**src/rtl/kim_mem_access_stage.sv**
```systemverilog
// ---------------------------------------------------------------------------
// kim_mem_access_stage
//
// MEM stage of the 5-stage MIPS core, between the EX/MEM and MEM/WB
// pipeline registers. Word loads and stores are run against an external
// data memory over a req/ack handshake of arbitrary latency. While an
// access is outstanding the stage stalls the front of the pipeline. Once
// the access ends, the stage presents the load data and writeback controls
// to MEM/WB for exactly one cycle. Misaligned addresses and bus timeouts
// are reported as one-cycle error pulses.
//
// Ports:
//   clk, rst            pipeline clock; asynchronous active-high reset
//   ex_valid            EX/MEM holds a real instruction (0 = bubble)
//   MemRead, MemWrite   load / store request from EX/MEM
//   MemtoReg, RegWrite  writeback controls from EX/MEM
//   alu_result          effective address, or ALU value for non-memory ops
//   w_data              store data
//   EX_MEM_Rt_or_Rd     destination register index
//   dmem_req/we/addr/wdata  request to the data memory (registered)
//   dmem_ack, dmem_rdata    one-cycle completion pulse and read data
//   mem_stall           hold PC/IF/ID/EX/EX-MEM this cycle
//   MemtoReg_out, RegWrite_out, r_data, alu_result_out, Rt_or_Rd_out
//                       values presented to MEM/WB
//   misalign_err        one-cycle pulse for a misaligned access
//   bus_err             one-cycle pulse for a memory timeout
// ---------------------------------------------------------------------------
module kim_mem_access_stage #(
   parameter int MIPS_REGISTER_DATA_WIDTH = 32,
   parameter int MIPS_REGISTER_ADDR_WIDTH = 5,
   parameter int TIMEOUT_CYCLES           = 16
) (
   input  logic                                clk,
   input  logic                                rst,
   input  logic                                ex_valid,
   input  logic                                MemRead,
   input  logic                                MemWrite,
   input  logic                                MemtoReg,
   input  logic                                RegWrite,
   input  logic [MIPS_REGISTER_DATA_WIDTH-1:0] alu_result,
   input  logic [MIPS_REGISTER_DATA_WIDTH-1:0] w_data,
   input  logic [MIPS_REGISTER_ADDR_WIDTH-1:0] EX_MEM_Rt_or_Rd,
   output logic                                dmem_req,
   output logic                                dmem_we,
   output logic [MIPS_REGISTER_DATA_WIDTH-1:0] dmem_addr,
   output logic [MIPS_REGISTER_DATA_WIDTH-1:0] dmem_wdata,
   input  logic                                dmem_ack,
   input  logic [MIPS_REGISTER_DATA_WIDTH-1:0] dmem_rdata,
   output logic                                mem_stall,
   output logic                                MemtoReg_out,
   output logic                                RegWrite_out,
   output logic [MIPS_REGISTER_DATA_WIDTH-1:0] r_data,
   output logic [MIPS_REGISTER_DATA_WIDTH-1:0] alu_result_out,
   output logic [MIPS_REGISTER_ADDR_WIDTH-1:0] Rt_or_Rd_out,
   output logic                                misalign_err,
   output logic                                bus_err
);

   localparam int DW = MIPS_REGISTER_DATA_WIDTH;

   // Counter only has to reach TIMEOUT_CYCLES-1 before leaving WAIT_ACK.
   localparam int CNT_W = (TIMEOUT_CYCLES > 2) ? $clog2(TIMEOUT_CYCLES) : 1;
   localparam logic [CNT_W-1:0] CNT_LAST = CNT_W'(TIMEOUT_CYCLES - 1);
   localparam logic [CNT_W-1:0] CNT_ONE  = CNT_W'(1);
   localparam logic [CNT_W-1:0] CNT_ZERO = CNT_W'(0);
   localparam logic [DW-1:0]    ZERO_WORD = {DW{1'b0}};

   typedef enum logic [1:0] {
      S_IDLE     = 2'b00,
      S_WAIT_ACK = 2'b01,
      S_DONE     = 2'b10
   } state_t;

   state_t            r_state;
   state_t            w_next_state;

   logic              r_dmem_req;
   logic              r_dmem_we;
   logic [DW-1:0]     r_dmem_addr;
   logic [DW-1:0]     r_dmem_wdata;
   logic [DW-1:0]     r_load_data;
   logic [CNT_W-1:0]  r_cnt;
   logic              r_err;
   logic              r_misalign_err;
   logic              r_bus_err;

   logic              w_mem_op;
   logic              w_aligned;
   logic              w_issue;
   logic              w_misalign;
   logic              w_ack_seen;
   logic              w_timeout;
   logic              w_mem_stall;
   logic              w_regwrite_out;
   logic [DW-1:0]     w_r_data;

   assign w_mem_op   = ex_valid & (MemRead | MemWrite);
   assign w_aligned  = (alu_result[1:0] == 2'b00);
   assign w_issue    = (r_state == S_IDLE) & w_mem_op & w_aligned;
   assign w_misalign = (r_state == S_IDLE) & w_mem_op & ~w_aligned;

   // Acks are only honoured while a request is actually outstanding; an ack
   // arriving together with the timeout threshold still completes the access.
   assign w_ack_seen = (r_state == S_WAIT_ACK) & dmem_ack;
   assign w_timeout  = (r_state == S_WAIT_ACK) & ~dmem_ack & (r_cnt == CNT_LAST);

   // FSM state register.
   always_ff @(posedge clk or posedge rst) begin
      if (rst) begin
         r_state <= S_IDLE;
      end else begin
         r_state <= w_next_state;
      end
   end

   // Next-state logic plus the combinational stall and writeback controls.
   always_comb begin
      w_next_state   = r_state;
      w_mem_stall    = 1'b0;
      w_regwrite_out = 1'b0;
      w_r_data       = ZERO_WORD;
      case (r_state)
         S_IDLE: begin
            if (w_issue) begin
               // Issue cycle: hold the pipeline, bubble MEM/WB.
               w_mem_stall  = 1'b1;
               w_next_state = S_WAIT_ACK;
            end else if (w_mem_op) begin
               // Misaligned access is dropped without a request or stall.
               w_next_state = S_IDLE;
            end else begin
               // Non-memory op: zero-latency pass-through.
               w_regwrite_out = RegWrite & ex_valid;
               w_next_state   = S_IDLE;
            end
         end
         S_WAIT_ACK: begin
            w_mem_stall = 1'b1;
            if (w_ack_seen) begin
               w_next_state = S_DONE;
            end else if (w_timeout) begin
               w_next_state = S_DONE;
            end else begin
               w_next_state = S_WAIT_ACK;
            end
         end
         S_DONE: begin
            // Pipeline advances at the end of this cycle, so MEM/WB sees the
            // result exactly once. Stores never write the register file.
            w_regwrite_out = RegWrite & MemRead & ~r_err;
            if (r_err) begin
               w_r_data = ZERO_WORD;
            end else begin
               w_r_data = r_load_data;
            end
            w_next_state = S_IDLE;
         end
         default: begin
            w_next_state = S_IDLE;
         end
      endcase
   end

   // Memory request registers; held stable from issue until ack or timeout.
   always_ff @(posedge clk or posedge rst) begin
      if (rst) begin
         r_dmem_req   <= 1'b0;
         r_dmem_we    <= 1'b0;
         r_dmem_addr  <= ZERO_WORD;
         r_dmem_wdata <= ZERO_WORD;
      end else begin
         if (w_issue) begin
            r_dmem_req   <= 1'b1;
            r_dmem_we    <= MemWrite;
            r_dmem_addr  <= alu_result;
            r_dmem_wdata <= w_data;
         end else if (w_ack_seen | w_timeout) begin
            r_dmem_req <= 1'b0;
         end
      end
   end

   // WAIT_ACK cycle counter, restarted on every issue.
   always_ff @(posedge clk or posedge rst) begin
      if (rst) begin
         r_cnt <= CNT_ZERO;
      end else begin
         if (w_issue) begin
            r_cnt <= CNT_ZERO;
         end else if (r_state == S_WAIT_ACK) begin
            r_cnt <= r_cnt + CNT_ONE;
         end
      end
   end

   // Load data capture; store acks leave the previous value untouched.
   always_ff @(posedge clk or posedge rst) begin
      if (rst) begin
         r_load_data <= ZERO_WORD;
      end else begin
         if (w_ack_seen & ~r_dmem_we) begin
            r_load_data <= dmem_rdata;
         end
      end
   end

   // Error flag marks a timed-out access until DONE has been presented.
   always_ff @(posedge clk or posedge rst) begin
      if (rst) begin
         r_err <= 1'b0;
      end else begin
         if (w_timeout) begin
            r_err <= 1'b1;
         end else if (r_state == S_DONE) begin
            r_err <= 1'b0;
         end
      end
   end

   // One-cycle registered error pulses.
   always_ff @(posedge clk or posedge rst) begin
      if (rst) begin
         r_misalign_err <= 1'b0;
         r_bus_err      <= 1'b0;
      end else begin
         r_misalign_err <= w_misalign;
         r_bus_err      <= w_timeout;
      end
   end

   assign dmem_req       = r_dmem_req;
   assign dmem_we        = r_dmem_we;
   assign dmem_addr      = r_dmem_addr;
   assign dmem_wdata     = r_dmem_wdata;
   assign mem_stall      = w_mem_stall;
   assign RegWrite_out   = w_regwrite_out;
   assign r_data         = w_r_data;
   assign misalign_err   = r_misalign_err;
   assign bus_err        = r_bus_err;

   // EX/MEM is held during a stall, so these can pass straight through.
   assign MemtoReg_out   = MemtoReg;
   assign alu_result_out = alu_result;
   assign Rt_or_Rd_out   = EX_MEM_Rt_or_Rd;

endmodule

```
**config.mk**
```make
export PLATFORM = sky130hd
export DESIGN_NAME = kim_mem_access_stage
export DESIGN_NICKNAME = d
export VERILOG_FILES = /design/src/rtl/kim_mem_access_stage.sv
export SDC_FILE = /design/constraint.sdc
export NUM_CORES = 1
export LEC_CHECK = 0
export CAP_MARGIN = 25
export CORE_ASPECT_RATIO = 1.1
export CORE_UTILIZATION = 39
export DETAILED_ROUTE_END_ITERATION = 8
export GPL_TIMING_DRIVEN = 0
export PLACE_DENSITY_LB_ADDON = 0.15
export RECOVER_POWER = 100
export SLEW_MARGIN = 20
export SYNTH_ARGS = -nofsm -noshare
export SYNTH_HDL_FRONTEND = slang
export SYNTH_SLANG_ARGS = --single-unit
```
**constraint.sdc**
```tcl
create_clock -name clk -period 5.2 [get_ports clk]
set_input_delay 1.3 -clock clk [delete_from_list [all_inputs] [get_ports clk]]
set_output_delay 1.3 -clock clk [all_outputs]
set_load 0.05 [all_outputs]
```
==> out/metrics.cfg, run 1 <==
[timing]
grt_setup_unrepaired=false
drv_slew=110
setup_viol=0
slew_headroom_pct=-20.4
layout_setup_ws_ns=0.213
min_period_ns=4.99

[clocking]
root_buffer=clkbuf_16
cts.sinks=107
numCtsBuffers=9
cts-resized-gates=0
ctsLongestPathBuffers=2

[job]
cap_viol_max_count=2

[synthesis]
yosysSeqAreaShare_pct=58.5
most_common_cell=dfrtp_1
yosysTopAreaCellShare_pct=58.5
synth_cells=324
ys.flops=107
synth_area_leader_cell=dfrtp_1
ys.flop_type=dfrtp_1

[final_layout]
syn_to_final_growth_pct=61.6
antennaDiodeCount=0

[die]
initCoreUtil_pct=40.0
die_x_microns=105

[outcome]
outcome=finished with violations
violations=max-capacitance violations, max-slew violations

[worst_hold_path]
hp-class=flip-flop to flip-flop

[setup_path]
crit_chain=clkdlybuf4s50_1, or3b_1, or4_1, nand2_1, dlygate4sd3_1
slowest_stage=dlygate4sd3_1
critPathMaxStageDelay_ns=0.89

[placed_design]
place_worst_setup_slack_ns=0.327
placed_cell_area_sq_mm=0.00722
place_inst=717

[drt]
drt_wl_total_microns=11000

[power_and_ir_drop]
ir_drop_v=0.000278

[global_route]
grt_pass1_vias=3444

-- run 1: metal layers --
metal,vias up,share of wire (%),track usage (%)
met5,-,0,0
met3,10,8.3,6.13
met2,138,52,32.5
met1,1655,38,20.7
li1,1570,-,-
met4,0,1.1,5.82
-- run 1: final cells by class --
class | instances | area [sq um]
clock inverter | 3 | 15.0
fill | 920 | 4050
timing repair buffer | 243 | 2430
tap | 150 | 188
buffer | 52 | 338
inverter | 2 | 8.76
sequential | 107 | 2680
clock buffer | 12 | 246
multi-input combinational | 163 | 1490
-- run 1: worst paths after layout --
| kind | startpoint | endpoint | slack [ns] | cells past startpoint |
|---|---|---|---|---|
| max in group asynchronous | rst | dmem_addr[6] | 1.07 | 3 |
| worst max register to register | r_state[0] | dmem_wdata[6] | 2.31 | 5 |
| worst min-delay path | r_load_data[27] | r_load_data[27] | 0.48 | 1 |
| worst max-delay path | ex_valid | mem_stall | 0.21 | 5 |
| min in group asynchronous | rst | dmem_wdata[12] | 1.88 | 2 |
| worst min register to register | r_load_data[27] | r_load_data[27] | 0.48 | 1 |
-- run 1: state kept, by name, summed over array words and instances (netlist names), 2 cells and up --
name         flops
dmem_addr       32
dmem_wdata      32
r_load_data     32
r_cnt            4
r_state          2
-- run 1: through the flow --
step / power (W) / hold slack [ns] / setup TNS, ns
after CTS: 0.00335 / 0.486 / 0
final: 0.00323 / 0.481 / 0
after global placement: 0.00268 / 0.460 / -54.77
after detailed placement: 0.00273 / 0.470 / 0
after floorplan: 0.00219 / 0.449 / 0
after global routing: 0.00339 / 0.505 / 0
-- run 1: cell families (layout without fill, tap and decap cells) --
group	after synthesis	after routing	synth area share, %
buffers and inverters	54	312	8.29
xor gates and xnor gates	2	2	0.383
and+or+nand+nor	57	57	8.01
muxes	96	96	23.6
AOI/OAI and AO/OA	7	7	0.902
adders and majority gates	1	1	0.273
DFF	107	107	58.5
-- run 1: report_power, final --
part           switching [W]  leakage (nW)  internal [W]  total [W]
sequential          0.000131          1.29       0.00112    0.00125
combinational       0.000852          1.86      0.000517    0.00137
clock               0.000280         0.132      0.000333   0.000613
total                0.00126          3.29       0.00197    0.00323
-- run 1: cells in the final DEF, fill, tap and decap left out, types with 2 or more instances in the layout --
cell type	n
nor2_1	6
mux2_2	69
clkinv_2	3
o21ai_0	3
xor2_1	2
clkdlybuf4s50_1	100
and2_1	32
clkbuf_16	9
nand3_1	2
and2_0	2
nor3_1	3
a31oi_1	2
clkbuf_1	16
dfrtp_1	107
buf_4	38
nand2_1	2
mux2_1	26
nor3b_1	2
dlygate4sd3_1	142
nand2b_1	2
**Run 1: routed clock nets over the placement**

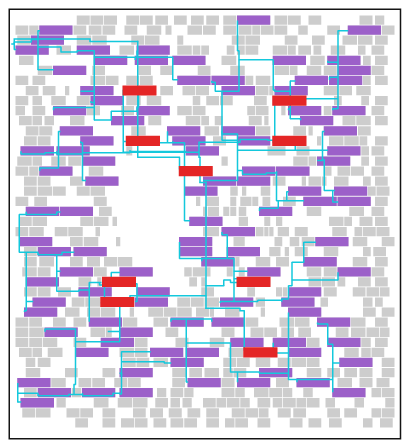
Key: purple = flip-flops [count 107]; red = clock-net drivers [count 9]; cyan = clock wires [length 1,220 microns]
There are 10 routed clock nets. Position of the flops: spread over the die.
clk_skew: 0.00386 ns
clock network power share: 19.0%
Clk. pwr: 0.000613 W
Skew-Pair Late Insertion Delay: 0.33 ns

**Run 1: placed standard cells**

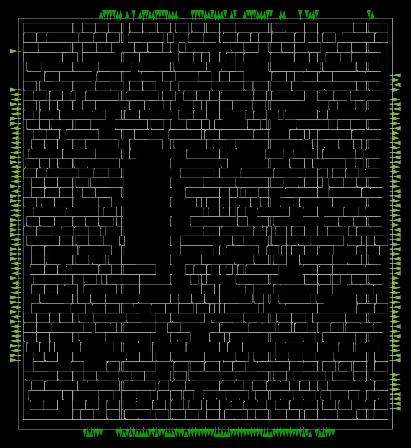
n_taps: 150
Seq/total area: 36.2%
fill cell count: 920
row cnt: 41
Non-Filler Instances: 732

**Run 1: gate families picked out**

Bar = 20 microns.
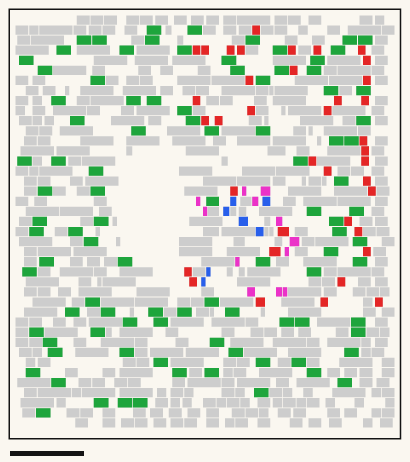
Key: red = and/or cells [cells 38, most used and2_1]; blue = nand cells [cells 7, where centre]; green = mux cells [cells 96, most used mux2_2, where spread over the die]; magenta = nor cells [cells 12, most used nor2_1]
most numerous logic cell after layout: dlygate4sd3_1
combinational share of cell area: 20.2%

==> run 2, diff against run 1 <==
--- a/config.mk
+++ b/config.mk
@@ -5,10 +5,12 @@
 export SDC_FILE = /design/constraint.sdc
 export NUM_CORES = 1
 export LEC_CHECK = 0
+export ABC_AREA = 1
 export CAP_MARGIN = 25
 export CORE_ASPECT_RATIO = 1.1
-export CORE_UTILIZATION = 39
+export CORE_UTILIZATION = 40
 export DETAILED_ROUTE_END_ITERATION = 8
+export GPL_ROUTABILITY_DRIVEN = 1
 export GPL_TIMING_DRIVEN = 0
 export PLACE_DENSITY_LB_ADDON = 0.15
 export RECOVER_POWER = 100
**Run 2: wiring heat map**

The die is cut into 22 by 24 equal tiles; black is low, pale yellow is high, scaled to the fullest tile. Values are wire area over tile area, all layers added.
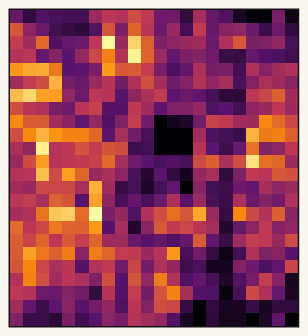
The mean over all tiles is 0.18. 28% of the tiles are over half the peak. The fullest tile reaches 0.45. The densest ninth of the die: west.
vias: 4,701
Tot GR Track Use: 22.5%
Routed WL per cell: 14.5 microns
DRT Wirelength: 14,500 microns

**Run 2: layout detail**

Bar = 10 microns. Region (42, 24) to (67, 49) microns. Cells in grey, sequential cells in the stronger grey; small squares are vias.
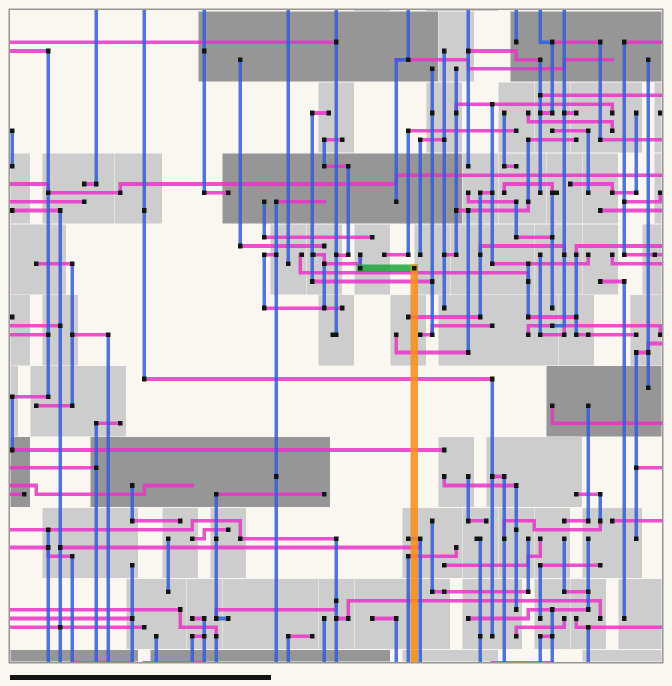
Key: magenta = M1; green = M3; orange = M4; blue = M2
Most frequent: nand2_1 (15), nor2_1 (9), inv_1 (5). Netlist names of flops here include `r_cnt` (2). Sequential cells in the window: 4. 50 logic cells have their middle in the window.

**Run 2: routed clock nets over the placement**

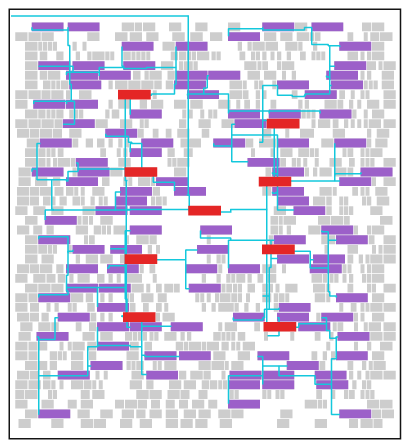
Key: purple = flip-flops [count 107]; red = clock-net drivers [count 9]; cyan = clock wires [length 1,270 microns]
Position of the flops: spread over the die. There are 10 routed clock nets.
Clk. pwr: 0.000648 W
clock network power share: 21.0%

==> run 2 against run 1 <==
Against the previous run:
- the run still ends with max-capacitance violations, max-slew violations left
- clock power increased by 5.7%
- highest routed layer unchanged
- clock skew increased by 0.0057 ns
- area after synthesis increased by 11%
- final cell count increased by 37%
- clock-buffer cell count increased by 1
- critical endpoint unchanged
- routed wire length increased by 32%
- worst hold slack got worse by 0.014 ns
- final area increased by 6.0%
- maximum frequency increased by 3.1%
- first-iteration DRC count increased by 28%
==> out/metrics.cfg, run 2 <==
[timing]
slew_headroom_pct=-42.3
min_period_ns=4.84
fin_hold_ws_ns=0.468
finalClockSkew_ns=0.00954
grt_setup_unrepaired=false
drv_slew=49
layout_setup_ws_ns=0.364

[die]
die_x_microns=110
fp.coreArea_sq_mm=0.0122
placementRows=42

[synthesis]
ys_sh_aoi_pct=5.75
synth_area_leader_cell=dfrtp_1
xor_share_pct=0.172
ys_sh_adder_pct=0.246
simple_gate_area_share_pct=25.7
most_common_cell=nand2_1
synth_warnings=0
ys.flop_type=dfrtp_1
ys_top_cells_by_count=175 x nand2_1, 107 x dfrtp_1, 75 x inv_1
topCombFamilyByArea=simple AND/OR/NAND/NOR gates
ys_sh_mux_pct=0
ys.flops=107
yosysTopAreaCellShare_pct=52.6
synth_cells=589
yosysSeqAreaShare_pct=52.6

[placed_design]
place_worst_setup_slack_ns=0.425
placed_cell_area_sq_mm=0.00774
place_inst=986

[final_layout]
syn_to_final_growth_pct=53.9
final_cell_mix=175 x nand2_1, 142 x dlygate4sd3_1, 107 x dfrtp_1
layout_top_cell=nand2_1
filler_cell_count=1101
fin_cells=1002
logic_area_sq_mm=0.00150
antennaDiodeCount=0

[clocking]
root_buffer=clkbuf_16
cts-resized-gates=0
ctsLongestPathBuffers=2
numCtsBuffers=9
clk_latency_ns=0.34
cts.sinks=107

[worst_hold_path]
hp-class=flip-flop to flip-flop

[outcome]
violations=max-capacitance violations, max-slew violations
outcome=finished with violations

[job]
cap_viol_max_count=2

[global_route]
grt_pass1_vias=4694

[power_and_ir_drop]
ir_drop_v=0.000269

==> run 2: worst paths after layout <==
path,start,end,slack [ns],cells after the start
worst max-delay path,MemWrite,mem_stall,0.36,7
worst min-delay path,dmem_addr[10],dmem_addr[10],0.47,2
max in group asynchronous,rst,dmem_addr[17],1.00,3
worst max register to register,r_state[1],dmem_wdata[12],3.41,6
min in group asynchronous,rst,r_load_data[15],1.97,2
worst min register to register,dmem_addr[10],dmem_addr[10],0.47,2
==> run 2: critical path, cell delays in order <==
cell	delay [ns]
dlygate4sd3_1	0.55
nor2_1	0.06
nor2_1	0.17
nand3_1	0.19
clkbuf_1	0.30
nand2_1	0.13
clkdlybuf4s50_1	0.82
==> run 2: area by class of cell <==
cell class | count | area share, %
clock inverter | 3 | 0.287
sequential | 107 | 34.2
multi-input combinational | 331 | 19.2
buffer | 75 | 5.95
tap | 154 | 2.46
clock buffer | 13 | 3.32
timing repair buffer | 243 | 31.0
inverter | 76 | 3.66
==> run 2: cells by family after synthesis <==
kind of cell	Yosys count
simple gates	295
buf+inv	151
flops	107
compound gates	34
xor+xnor	1
fa+ha+maj	1
==> run 2: stage by stage <==
step	setup TNS [ns]	power (W)
6_report	0	0.00308
2_1_floorplan	0	0.00207
3_5_place_dp	0	0.00257
5_1_grt	0	0.00325
4_1_cts	0	0.00323
3_3_place_gp	-55.43	0.00253
==> run 2: layer usage <==
layer	track usage (%)	vias up	part of all wire, %	wire [microns]
met5	0	-	0	0
met4	6.92	0	1.4	203
met3	6.63	16	8.7	1270
met2	38.7	187	50	7250
met1	26.9	2181	40	5820
li1	-	2317	-	-
==> run 2: power breakdown <==
part           total [W]  switching, W  internal [W]  leakage [nW]
logic            0.00125      0.000846      0.000403          2.58
registers        0.00119      0.000125       0.00106          1.35
clock network   0.000648      0.000296      0.000352         0.128
total            0.00308       0.00127       0.00182          4.06
No activity file was given, so power comes from the tool's default toggle rates.
